**Run 1: M1 wires**

(6 px per µm) Supply wires on this layer in grey. Cells faint in the background.
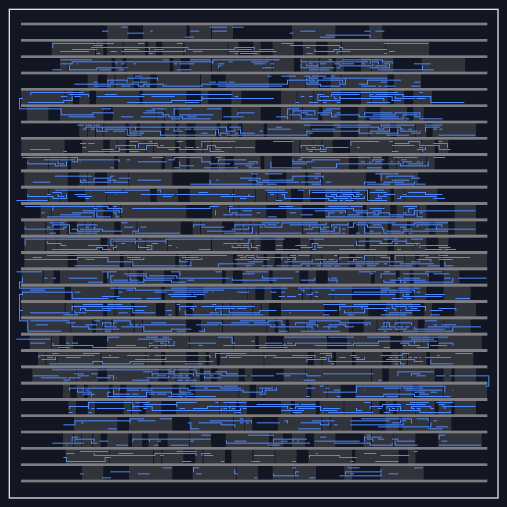
**Run 1: met2 routing**

(6 px per µm)
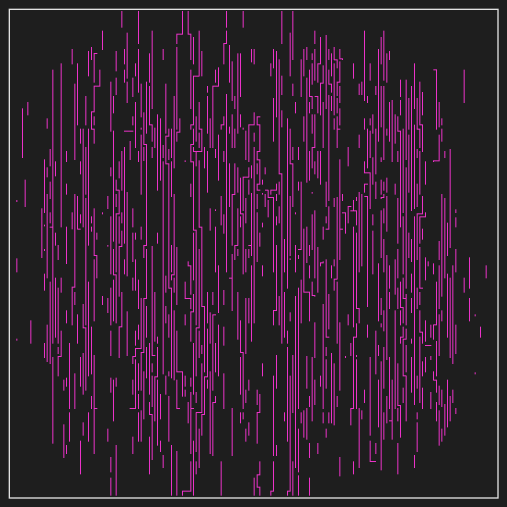
**Run 1: signal wires on met3**

(8 px per µm) Cells faint in the background.
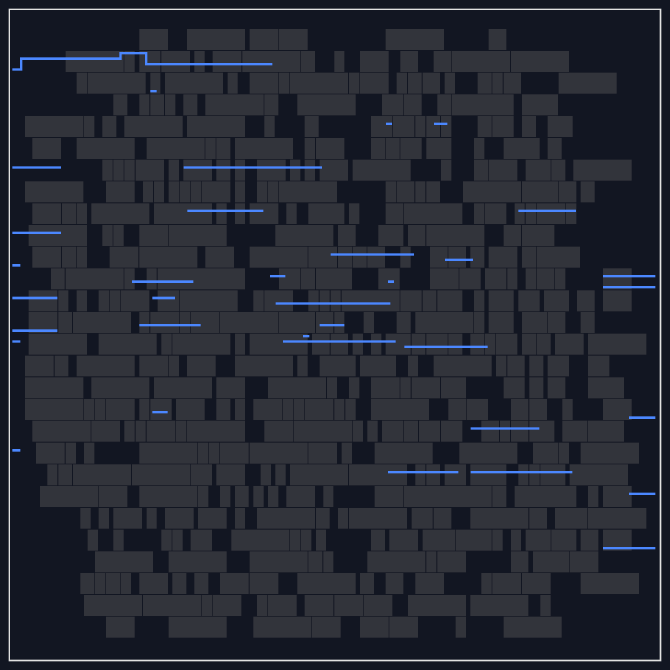
**Run 1: congestion heat map**

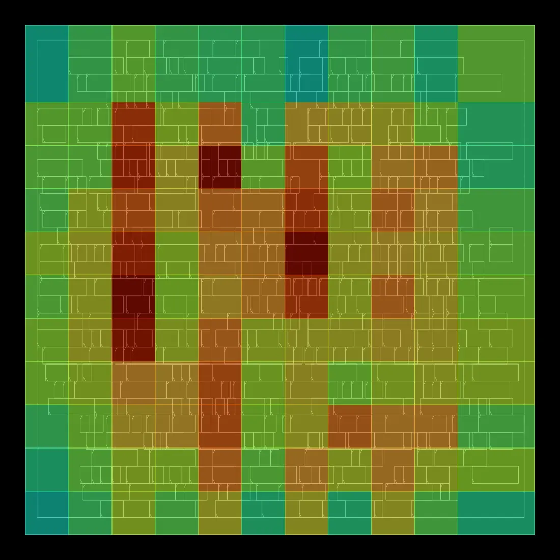
**config.mk**
```make
export PLATFORM = sky130hd
export DESIGN_NAME = jstk_spi_sequencer_flat
export DESIGN_NICKNAME = d
export VERILOG_FILES = /design/src/rtl/jstk_spi_sequencer_if.sv /design/src/rtl/jstk_spi_sequencer.sv /design/src/flat_wrapper.sv
export SDC_FILE = /design/constraint.sdc
export NUM_CORES = 1
export LEC_CHECK = 0
export CAP_MARGIN = 20
export CORE_MARGIN = 1.5
export CORE_UTILIZATION = 60
export CTS_BUF_LIST = sky130_fd_sc_hd__clkbuf_4
export DETAILED_ROUTE_END_ITERATION = 8
export GPL_TIMING_DRIVEN = 0
export PLACE_DENSITY = 0.83
export SYNTH_ARGS = -nofsm -noshare
export SYNTH_HDL_FRONTEND = slang
export SYNTH_SLANG_ARGS = --single-unit
```
**constraint.sdc**
```tcl
create_clock -name clk_i -period 6 [get_ports clk_i]
set_input_delay 1.2 -clock clk_i [delete_from_list [all_inputs] [get_ports clk_i]]
set_output_delay 1.2 -clock clk_i [all_outputs]
set_load 0.01 [all_outputs]
```
**src/rtl/jstk_spi_sequencer_if.sv**
```systemverilog
// Handshake and SPI pin bundle for jstk_spi_sequencer; the sequencer itself uses the slave modport.
interface jstk_spi_sequencer_if;
  logic       tick;
  logic       start;
  logic [1:0] led;
  logic       miso;
  logic       ss;
  logic       sclk;
  logic       mosi;
  logic       busy;
  logic       done;
  logic [9:0] x;
  logic [9:0] y;
  logic [2:0] btn;

  modport master (
    output tick, start, led, miso,
    input  ss, sclk, mosi, busy, done, x, y, btn
  );

  modport slave (
    input  tick, start, led, miso,
    output ss, sclk, mosi, busy, done, x, y, btn
  );
endinterface

```
**src/rtl/jstk_spi_sequencer.sv**
```systemverilog
// PmodJSTK 5-byte SPI read sequencer (mode 0), paced by a half-bit tick.
// Optional auto-polling is built when JSTK_AUTOPOLL_EN is defined.
module jstk_spi_sequencer #(
  parameter int unsigned SETUP_TICKS = 2,
  parameter int unsigned GAP_TICKS   = 1
`ifdef JSTK_AUTOPOLL_EN
  , parameter int unsigned POLL_TICKS = 3000
`endif
) (
  input logic                 clk_i,
  input logic                 rst_i,
  jstk_spi_sequencer_if.slave bus
);

  localparam logic [2:0] S_IDLE  = 3'd0;
  localparam logic [2:0] S_SETUP = 3'd1;
  localparam logic [2:0] S_SHIFT = 3'd2;
  localparam logic [2:0] S_GAP   = 3'd3;
  localparam logic [2:0] S_END   = 3'd4;

  logic [2:0] state_q, state_d;
  logic [7:0] cnt_q, cnt_d;
  logic [2:0] bit_q, bit_d;
  logic [2:0] byte_q, byte_d;
  logic [7:0] tx_q, tx_d;
  logic [7:0] rx_q, rx_d;
  logic [1:0] led_q, led_d;
  logic       sclk_q, sclk_d;
  logic       mosi_q, mosi_d;
  logic       ss_q, ss_d;
  logic       busy_q, busy_d;
  logic       done_q, done_d;
  logic [9:0] xs_q, xs_d, ys_q, ys_d, x_q, x_d, y_q, y_d;
  logic [2:0] bs_q, bs_d, btn_q, btn_d;
  logic       start_req;

`ifdef JSTK_AUTOPOLL_EN
  localparam int unsigned PW = $clog2(POLL_TICKS + 1);
  logic [PW-1:0] poll_q, poll_d;
  logic          poll_fire;

  // Counter is held at zero outside IDLE, so it restarts from zero at DONE.
  always_comb begin
    poll_fire = (state_q == S_IDLE) && bus.tick && (poll_q == PW'(POLL_TICKS - 1));
    start_req = bus.start | poll_fire;
    poll_d    = '0;
    if (state_q == S_IDLE && !start_req)
      poll_d = bus.tick ? poll_q + 1'b1 : poll_q;
  end

  always_ff @(posedge clk_i) begin
    if (rst_i) poll_q <= '0;
    else       poll_q <= poll_d;
  end
`else
  assign start_req = bus.start;
`endif

  always_comb begin
    state_d = state_q;
    cnt_d   = cnt_q;
    bit_d   = bit_q;
    byte_d  = byte_q;
    tx_d    = tx_q;
    rx_d    = rx_q;
    led_d   = led_q;
    sclk_d  = sclk_q;
    mosi_d  = mosi_q;
    ss_d    = ss_q;
    busy_d  = busy_q;
    done_d  = 1'b0;
    xs_d    = xs_q;
    ys_d    = ys_q;
    bs_d    = bs_q;
    x_d     = x_q;
    y_d     = y_q;
    btn_d   = btn_q;

    case (state_q)
      S_IDLE: begin
        if (start_req) begin
          state_d = S_SETUP;
          ss_d    = 1'b0;
          busy_d  = 1'b1;
          led_d   = bus.led;
          cnt_d   = '0;
        end
      end
      S_SETUP: begin
        if (bus.tick) begin
          if (cnt_q == 8'(SETUP_TICKS - 1)) begin
            state_d = S_SHIFT;
            cnt_d   = '0;
            bit_d   = '0;
            byte_d  = '0;
            tx_d    = {6'b100000, led_q};
            mosi_d  = 1'b1;
          end else begin
            cnt_d = cnt_q + 1'b1;
          end
        end
      end
      S_SHIFT: begin
        if (bus.tick) begin
          if (!sclk_q) begin
            sclk_d = 1'b1;
            rx_d   = {rx_q[6:0], bus.miso};
          end else begin
            sclk_d = 1'b0;
            tx_d   = {tx_q[6:0], 1'b0};
            mosi_d = tx_q[6];
            if (bit_q == 3'd7) begin
              bit_d = '0;
              cnt_d = '0;
              case (byte_q)
                3'd0:    xs_d[7:0] = rx_q;
                3'd1:    xs_d[9:8] = rx_q[1:0];
                3'd2:    ys_d[7:0] = rx_q;
                3'd3:    ys_d[9:8] = rx_q[1:0];
                default: bs_d      = rx_q[2:0];
              endcase
              state_d = (byte_q == 3'd4) ? S_END : S_GAP;
            end else begin
              bit_d = bit_q + 1'b1;
            end
          end
        end
      end
      S_GAP: begin
        if (bus.tick) begin
          if (cnt_q == 8'(GAP_TICKS - 1)) begin
            state_d = S_SHIFT;
            cnt_d   = '0;
            byte_d  = byte_q + 1'b1;
            tx_d    = '0;
            mosi_d  = 1'b0;
          end else begin
            cnt_d = cnt_q + 1'b1;
          end
        end
      end
      S_END: begin
        if (bus.tick) begin
          state_d = S_IDLE;
          ss_d    = 1'b1;
          busy_d  = 1'b0;
          done_d  = 1'b1;
          x_d     = xs_q;
          y_d     = ys_q;
          btn_d   = bs_q;
        end
      end
      default: state_d = S_IDLE;
    endcase
  end

  always_ff @(posedge clk_i) begin
    if (rst_i) begin
      state_q <= S_IDLE;
      cnt_q   <= '0;
      bit_q   <= '0;
      byte_q  <= '0;
      tx_q    <= '0;
      rx_q    <= '0;
      led_q   <= '0;
      sclk_q  <= 1'b0;
      mosi_q  <= 1'b0;
      ss_q    <= 1'b1;
      busy_q  <= 1'b0;
      done_q  <= 1'b0;
      xs_q    <= '0;
      ys_q    <= '0;
      bs_q    <= '0;
      x_q     <= '0;
      y_q     <= '0;
      btn_q   <= '0;
    end else begin
      state_q <= state_d;
      cnt_q   <= cnt_d;
      bit_q   <= bit_d;
      byte_q  <= byte_d;
      tx_q    <= tx_d;
      rx_q    <= rx_d;
      led_q   <= led_d;
      sclk_q  <= sclk_d;
      mosi_q  <= mosi_d;
      ss_q    <= ss_d;
      busy_q  <= busy_d;
      done_q  <= done_d;
      xs_q    <= xs_d;
      ys_q    <= ys_d;
      bs_q    <= bs_d;
      x_q     <= x_d;
      y_q     <= y_d;
      btn_q   <= btn_d;
    end
  end

  assign bus.ss   = ss_q;
  assign bus.sclk = sclk_q;
  assign bus.mosi = mosi_q;
  assign bus.busy = busy_q;
  assign bus.done = done_q;
  assign bus.x    = x_q;
  assign bus.y    = y_q;
  assign bus.btn  = btn_q;

endmodule

```
**src/flat_wrapper.sv**
```systemverilog
// flat-port wrapper written by rule: the top's interface ports become plain ports
module jstk_spi_sequencer_flat 
#(
  parameter int unsigned SETUP_TICKS = 2,
  parameter int unsigned GAP_TICKS   = 1

)
  (clk_i, rst_i, bus_tick, bus_start, bus_led, bus_miso, bus_ss, bus_sclk, bus_mosi, bus_busy, bus_done, bus_x, bus_y, bus_btn);
  jstk_spi_sequencer_if bus_i ();
  input logic clk_i;
  input logic rst_i;
  input wire logic [$bits(bus_i.tick)-1:0] bus_tick;
  input wire logic [$bits(bus_i.start)-1:0] bus_start;
  input wire logic [$bits(bus_i.led)-1:0] bus_led;
  input wire logic [$bits(bus_i.miso)-1:0] bus_miso;
  output wire logic [$bits(bus_i.ss)-1:0] bus_ss;
  output wire logic [$bits(bus_i.sclk)-1:0] bus_sclk;
  output wire logic [$bits(bus_i.mosi)-1:0] bus_mosi;
  output wire logic [$bits(bus_i.busy)-1:0] bus_busy;
  output wire logic [$bits(bus_i.done)-1:0] bus_done;
  output wire logic [$bits(bus_i.x)-1:0] bus_x;
  output wire logic [$bits(bus_i.y)-1:0] bus_y;
  output wire logic [$bits(bus_i.btn)-1:0] bus_btn;
  assign bus_i.tick = bus_tick;
  assign bus_i.start = bus_start;
  assign bus_i.led = bus_led;
  assign bus_i.miso = bus_miso;
  assign bus_ss = bus_i.ss;
  assign bus_sclk = bus_i.sclk;
  assign bus_mosi = bus_i.mosi;
  assign bus_busy = bus_i.busy;
  assign bus_done = bus_i.done;
  assign bus_x = bus_i.x;
  assign bus_y = bus_i.y;
  assign bus_btn = bus_i.btn;
  jstk_spi_sequencer #(.SETUP_TICKS(SETUP_TICKS), .GAP_TICKS(GAP_TICKS)) u_core (.clk_i(clk_i), .rst_i(rst_i), .bus(bus_i));
endmodule
```
==> impl_metrics.py, run 1 <==
# Synthesis and PnR figures
metrics = {
    "worst_setup_path": {
        "crit_type": "input port to flip-flop",
        "reg2regPathDepth": 6,
        "crit_path_end": "u_core.bus.x[1]$_SDFFE_PP0P_",
        "reg2reg_slack_ns": 3.61,
        "slowest_stage": "clkdlybuf4s50_1",
        "startpoint_type": "input port",
        "reg2reg_from": "u_core.bit_q[0]$_SDFFE_PP0P_",
        "cp.depth": 8,
        "startpoint": "bus_tick",
        "cp_common_cell": "clkbuf_1",
        "crit_chain": "clkdlybuf4s50_1 -> clkbuf_1 -> inv_1 -> or2_2 -> clkbuf_1 -> clkbuf_1 -> nand2_1 -> a21oi_1",
        "required_ns": 6.30,
    },
    "power_and_ir_drop": {
        "p_per_area_nw_per_um2": 294,
        "pg_comb_mw": 0.283,
        "p_leak_nw": 1.64,
        "clockPowerShare_pct": 29.9,
        "ir_drop_mv": 0.196,
        "p_seq_share_pct": 47.6,
        "top_power_group": "sequential cells",
        "powerSeq_mw": 0.598,
        "netSwitchingPower_mw": 0.394,
        "design_power_total_mw": 1.26,
    },
    "yosys": {
        "topCellsByArea": "dfxtp_1 46%, mux2i_1 11%, nand2_1 7.0%",
        "edf_count": 0,
        "synthAdderAreaFrac_pct": 3.41,
        "synthXorXnorAreaFrac_pct": 0,
        "largest_area_cell": "dfxtp_1",
        "simple_gate_area_share_pct": 23.1,
        "synth_chip_area_um2": 3670,
        "synthesis.nets": 424,
        "synth_area_per_cell_um2": 9.02,
        "top_area_share_pct": 46.4,
        "netlist_top_cells_count": "85 x dfxtp_1, 68 x nand2_1, 41 x mux2i_1, 41 x nor2_1, 32 x a21oi_1",
        "mux_share_pct": 11.8,
        "syn-instance-count": 407,
        "synth_flop_count": 85,
        "synthFlopType": "dfxtp_1",
        "synthesis.area_um2": 3670,
    },
    "timing": {
        "setup_ws_ns": 3.01,
        "skew_ns": 0.0174,
        "relSlewSlack_pct": 26.7,
        "period_needed_ns": 2.99,
        "period_used_pct": 49.8,
        "tns_ns": 0,
        "grt_setup_unrepaired": "no",
        "max_freq_mhz": 335,
        "setup_viol": 0,
    },
    "final_layout": {
        "seq_share_pct": 39.8,
        "logic_gates": 291,
        "final_cell_mix": "85 x dfxtp_1, 68 x nand2_1, 41 x mux2i_1, 41 x nor2_1, 34 x clkdlybuf4s50_1",
        "clock_buffers": 9,
        "comb_share_pct": 43.3,
        "seqCellArea_um2": 1700,
        "logic_area_um2": 1850,
        "ff_count": 85,
        "area_delta_synth_final_pct": 16.4,
        "final_cell_area_um2": 4270,
        "dominant_cells": "multi-input combinational cells",
        "drive_above_1_share_pct": 7.42,
    },
    "drt": {
        "routed-wl-met3_um": 223,
        "wl_met1_mm": 3.75,
        "vias": 3050,
        "detail_route.iter0.violations": 156,
        "post_drt_via_cell_ratio": 5.72,
        "route.top_layer_used": "met4",
        "drc": 0,
    },
    "floorplanning": {
        "row_count": 28,
        "n_tap_cell": 75,
        "chipHeight_um": 81.2,
        "io_pins": 35,
        "initCoreUtil_pct": 62.0,
    },
    "clocking": {
        "cts_root_buf": "clkbuf_4",
        "clkSlewWorstSetupHoldPaths_ns": 0.14,
        "cts_setup_buffers": 0,
        "htree_levels": 3,
        "cts.sinks": 85,
    },
    "placement": {
        "hpwl_mm": 5.67,
        "gp_congestion": 0.817,
    },
    "global_route": {
        "grt_util_met3_pct": 4.61,
        "top_usage_layer": "met2",
        "grt_pass1_wl_mm": 12.8,
        "antenna_found_initial": 0,
        "grt-ovfl-total": 0,
    },
    "outcome": {
        "status": "finished clean",
    },
    "run": {
        "tool_warnings": 31,
        "maxCapViolations": 0,
    },
    "hold_path": {
        "min_from": "u_core.ys_q[8]$_SDFFE_PP0P_",
        "min_to": "u_core.bus.y[8]$_SDFFE_PP0P_",
    },
}
-- 'M1 wires' (at the start) --
wire length on this layer = 3750 µm
nets with wire on the layer = 442
main direction = horizontal

-- 'met2 routing' (at the start) --
main direction = vertical
wire length on this layer = 4030 µm
longest straight run = 45.6 µm
share of all routed wire = 50%

-- 'signal wires on met3' (at the start) --
wire length on this layer = 224 µm
longest straight run = 17.0 µm
share of all routed wire = 2.8%

-- 'congestion heat map' (at the start) --
GRT Total Usage: 25.6%
met1 Use GR: 31.9%
Util after Layout: 72.2%
grt met2 use: 44.6%

## Run 2: what changed since run 1
--- a/config.mk
+++ b/config.mk
@@ -7,11 +7,11 @@
 export LEC_CHECK = 0
 export CAP_MARGIN = 20
 export CORE_MARGIN = 1.5
-export CORE_UTILIZATION = 60
+export CORE_UTILIZATION = 53
 export CTS_BUF_LIST = sky130_fd_sc_hd__clkbuf_4
 export DETAILED_ROUTE_END_ITERATION = 8
 export GPL_TIMING_DRIVEN = 0
-export PLACE_DENSITY = 0.83
+export PLACE_DENSITY = 0.78
 export SYNTH_ARGS = -nofsm -noshare
 export SYNTH_HDL_FRONTEND = slang
 export SYNTH_SLANG_ARGS = --single-unit
==> constraint.sdc (replaced) <==
create_clock -name clk_i -period 2.5 [get_ports clk_i]
set_input_delay 0.5 -clock clk_i [delete_from_list [all_inputs] [get_ports clk_i]]
set_output_delay 0.5 -clock clk_i [all_outputs]
set_load 0.01 [all_outputs]
**Run 2: congestion heat map**

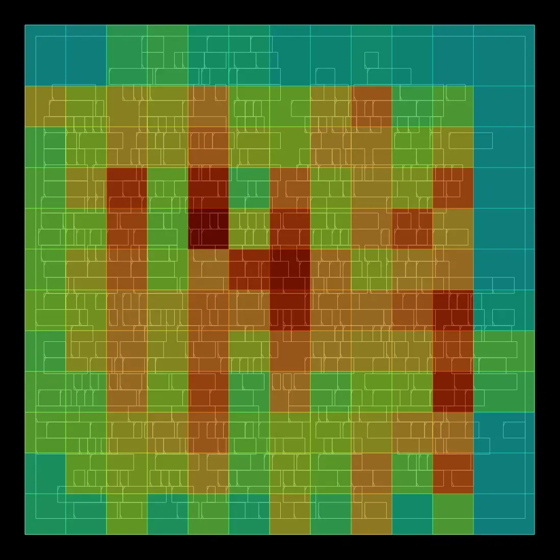
grt met2 use: 37.4%
Util after Layout: 62.7%
Global Route met3 Usage: 4.67%
drt wl/cell: 15.1 µm
met1 Use GR: 30.2%

**Run 2: M1 wires**

(6 px per µm) Supply wires on this layer in grey. Cells faint in the background.
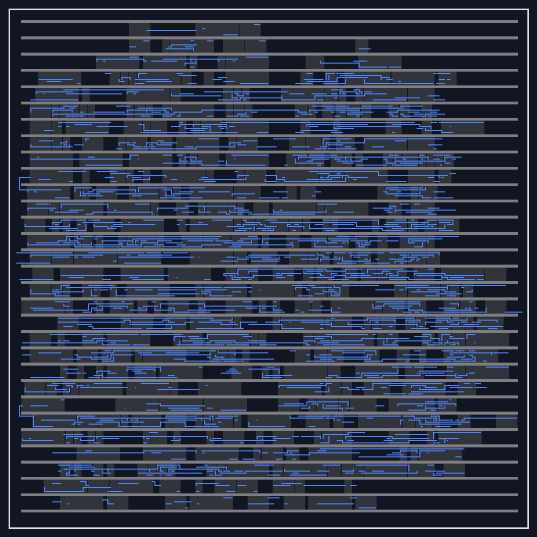
nets with wire on the layer = 434
share of all routed wire = 47%
longest straight run = 32.2 µm
main direction = horizontal
wire length on this layer = 3840 µm

**Run 2: met2 routing**

(6 px per µm)
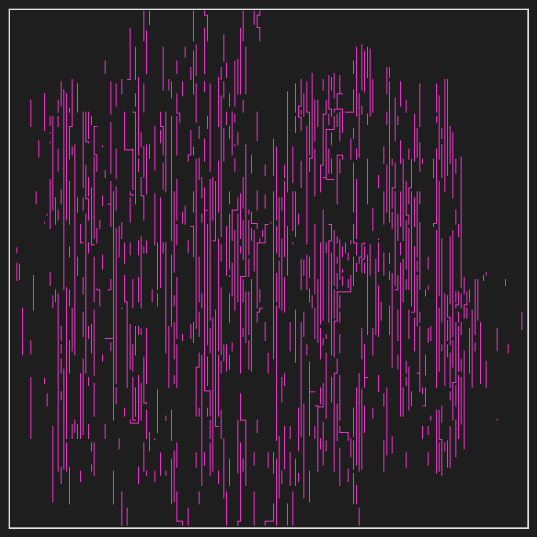
longest straight run = 38.1 µm
main direction = vertical
wire length on this layer = 3930 µm
nets with wire on the layer = 404
share of all routed wire = 48%

==> run 2 against run 1 <==
Against the previous run: critical path depth decreased by 3; clock power increased by 87%; setup slack got worse by 2.9 ns; sequential cell count unchanged; first-iteration DRC count increased by 7.1%; combinational power increased by 140%; total power increased by 120%; die size increased by 13%; synthesized area unchanged.
==> impl_metrics.py, run 2 <==
# Synthesis and PnR figures
metrics = {
    "worst_setup_path": {
        "reg2reg_slack_ns": 0.16,
        "startpoint": "u_core.state_q[2]$_SDFFE_PP0P_",
        "reg2reg_from": "u_core.state_q[2]$_SDFFE_PP0P_",
        "reg2regPathDepth": 5,
        "crit_chain": "clkbuf_1 -> nor3b_1 -> nand4_1 -> mux2i_1 -> nor2_1",
        "required_ns": 2.82,
        "crit_type": "flip-flop to flip-flop",
        "slowest_stage": "nand4_1",
    },
    "global_route": {
        "grt_usage_pct": 22.7,
        "top_usage_layer": "met2",
        "antenna_found_initial": 0,
        "grt-ovfl-total": 0,
        "grt_pass1_wl_mm": 13.2,
    },
    "clocking": {
        "clkSlewWorstSetupHoldPaths_ns": 0.14,
        "cts_root_buf": "clkbuf_4",
        "htree_levels": 3,
        "cts_setup_buffers": 0,
    },
    "power_and_ir_drop": {
        "top_power_group": "sequential cells",
        "clockPowerShare_pct": 25.0,
        "pg_comb_mw": 0.682,
        "design_power_total_mw": 2.82,
        "p_seq_share_pct": 50.9,
        "netSwitchingPower_mw": 0.951,
        "p_per_area_nw_per_um2": 666,
    },
    "yosys": {
        "largest_area_cell": "dfxtp_1",
        "syn-instance-count": 407,
        "synthXorXnorAreaFrac_pct": 0,
        "synth_chip_area_um2": 3670,
        "netlist_top_cells_count": "85 x dfxtp_1, 68 x nand2_1, 41 x mux2i_1, 41 x nor2_1, 32 x a21oi_1",
        "top_area_share_pct": 46.4,
        "synth_area_per_cell_um2": 9.02,
        "synthAdderAreaFrac_pct": 3.41,
    },
    "drt": {
        "drc": 0,
        "vias": 3031,
        "wl_met1_mm": 3.84,
        "route.top_layer_used": "met4",
        "detail_route.iter0.violations": 167,
        "routed-wl-met3_um": 297,
    },
    "timing": {
        "max_freq_mhz": 428,
        "relSlewSlack_pct": 56.3,
        "skew_ns": 0.0111,
        "period_used_pct": 93.5,
        "period_needed_ns": 2.34,
        "grt_setup_unrepaired": "no",
    },
    "final_layout": {
        "comb_share_pct": 43.8,
        "drive_above_1_share_pct": 7.64,
        "logic_area_um2": 1850,
        "ff_count": 85,
        "dominant_cells": "multi-input combinational cells",
        "final_cell_area_um2": 4240,
        "logic_gates": 291,
        "seqCellArea_um2": 1700,
        "seq_share_pct": 40.2,
        "clock_buffers": 9,
        "final_cell_mix": "85 x dfxtp_1, 68 x nand2_1, 41 x mux2i_1, 41 x nor2_1, 34 x clkdlybuf4s50_1",
        "area_delta_synth_final_pct": 15.4,
    },
    "placement": {
        "hpwl_mm": 5.73,
    },
    "floorplanning": {
        "row_count": 30,
        "chipHeight_um": 86.2,
        "n_tap_cell": 80,
        "initCoreUtil_pct": 54.3,
    },
    "run": {
        "maxCapViolations": 0,
        "tool_warnings": 31,
    },
    "hold_path": {
        "min_to": "u_core.bus.x[6]$_SDFFE_PP0P_",
        "min_from": "u_core.xs_q[6]$_SDFFE_PP0P_",
    },
    "outcome": {
        "status": "finished clean",
    },
}
## Run 3: what changed since run 2
--- a/config.mk
+++ b/config.mk
@@ -7,9 +7,10 @@
 export LEC_CHECK = 0
 export CAP_MARGIN = 20
 export CORE_MARGIN = 1.5
-export CORE_UTILIZATION = 53
+export CORE_UTILIZATION = 59
 export CTS_BUF_LIST = sky130_fd_sc_hd__clkbuf_4
 export DETAILED_ROUTE_END_ITERATION = 8
+export DONT_BUFFER_PORTS = 1
 export GPL_TIMING_DRIVEN = 0
 export PLACE_DENSITY = 0.78
 export SYNTH_ARGS = -nofsm -noshare
**Run 3: met4 routing**

(4 px per µm) Supply wires on this layer in grey. Cells faint in the background.
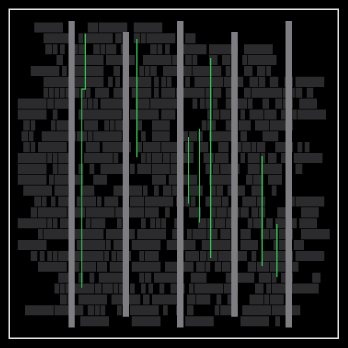
wire length on this layer = 223 µm
share of all routed wire = 2.9%
main direction = vertical
nets with wire on the layer = 6

**Run 3: M1 wires**

(6 px per µm) Supply wires on this layer in grey. Cells faint in the background.
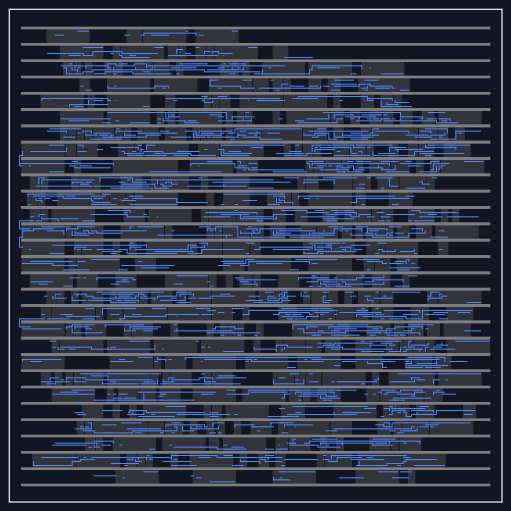
main direction = horizontal
longest straight run = 23.0 µm
wire length on this layer = 3340 µm

**Run 3: met2 routing**

(6 px per µm)
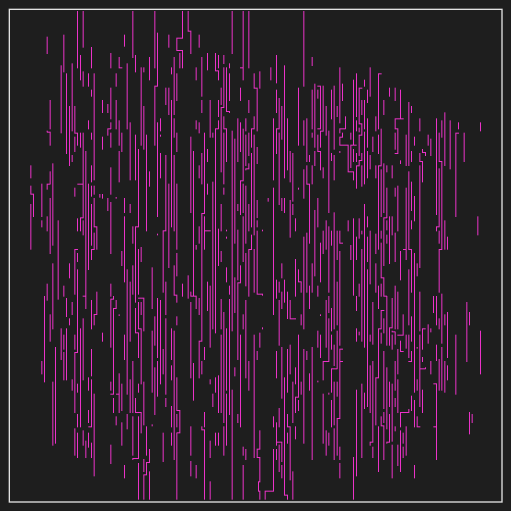
share of all routed wire = 49%
main direction = vertical
longest straight run = 34.0 µm
wire length on this layer = 3740 µm

==> run 3 against run 2 <==
Against the previous run: first-iteration DRC count is 49% lower; utilization increased by 3.0 points; combinational power down 11%; sequential power about the same; synthesized cell count unchanged; synthesized area stayed put; hold slack lost 0.26 ns; critical path type unchanged; critical endpoint is now u_core.cnt_q[2]$_SDFFE_PP0P_; largest cell class unchanged.
==> impl_metrics.py, run 3 <==
# Synthesis and PnR figures
metrics = {
    "worst_setup_path": {
        "slowest_stage": "a211oi_1",
        "reg2reg_from": "u_core.bit_q[0]$_SDFFE_PP0P_",
        "startpoint_type": "flip-flop",
        "startpoint": "u_core.bit_q[0]$_SDFFE_PP0P_",
        "reg2reg_slack_ns": 0.26,
        "cp.depth": 6,
        "reg2regPathDepth": 6,
    },
    "final_layout": {
        "utilization_pct": 65.7,
        "final_cell_mix": "85 x dfxtp_1, 68 x nand2_1, 41 x mux2i_1, 41 x nor2_1, 32 x a21oi_1",
        "seqCellArea_um2": 1700,
        "ff_count": 85,
    },
    "drt": {
        "routed-wl-met3_um": 353,
        "post_drt_via_cell_ratio": 5.88,
        "detail_route.iter0.violations": 85,
        "drc": 0,
    },
    "power_and_ir_drop": {
        "p_leak_nw": 1.52,
        "powerSeq_mw": 1.45,
        "clockPowerShare_pct": 28.4,
        "pg_comb_mw": 0.610,
    },
    "outcome": {
        "status": "finished clean",
    },
    "clocking": {
        "cts_setup_buffers": 0,
        "cts_root_buf": "clkbuf_4",
        "clkSlewWorstSetupHoldPaths_ns": 0.14,
    },
    "run": {
        "maxCapViolations": 0,
    },
    "global_route": {
        "met2_usage_pct": 42.2,
        "grt-ovfl-total": 0,
        "grt_use_met1_pct": 30.6,
        "antenna_found_initial": 0,
        "grt_pass1_wl_mm": 12.7,
    },
    "yosys": {
        "synthAdderAreaFrac_pct": 3.41,
        "top_area_share_pct": 46.4,
        "syn-instance-count": 407,
        "topCellsByArea": "dfxtp_1 46%, mux2i_1 11%, nand2_1 7.0%",
        "synth_flop_count": 85,
    },
    "timing": {
        "period_needed_ns": 2.24,
        "relSlewSlack_pct": 35.9,
        "skew_ns": 0.0149,
    },
    "hold_path": {
        "min_to": "u_core.led_q[1]$_SDFFE_PP0P_",
        "min_from": "bus_led[1]",
    },
    "floorplanning": {
        "io_pins": 35,
    },
}
No activity file was given, so power comes from the tool's default toggle rates.
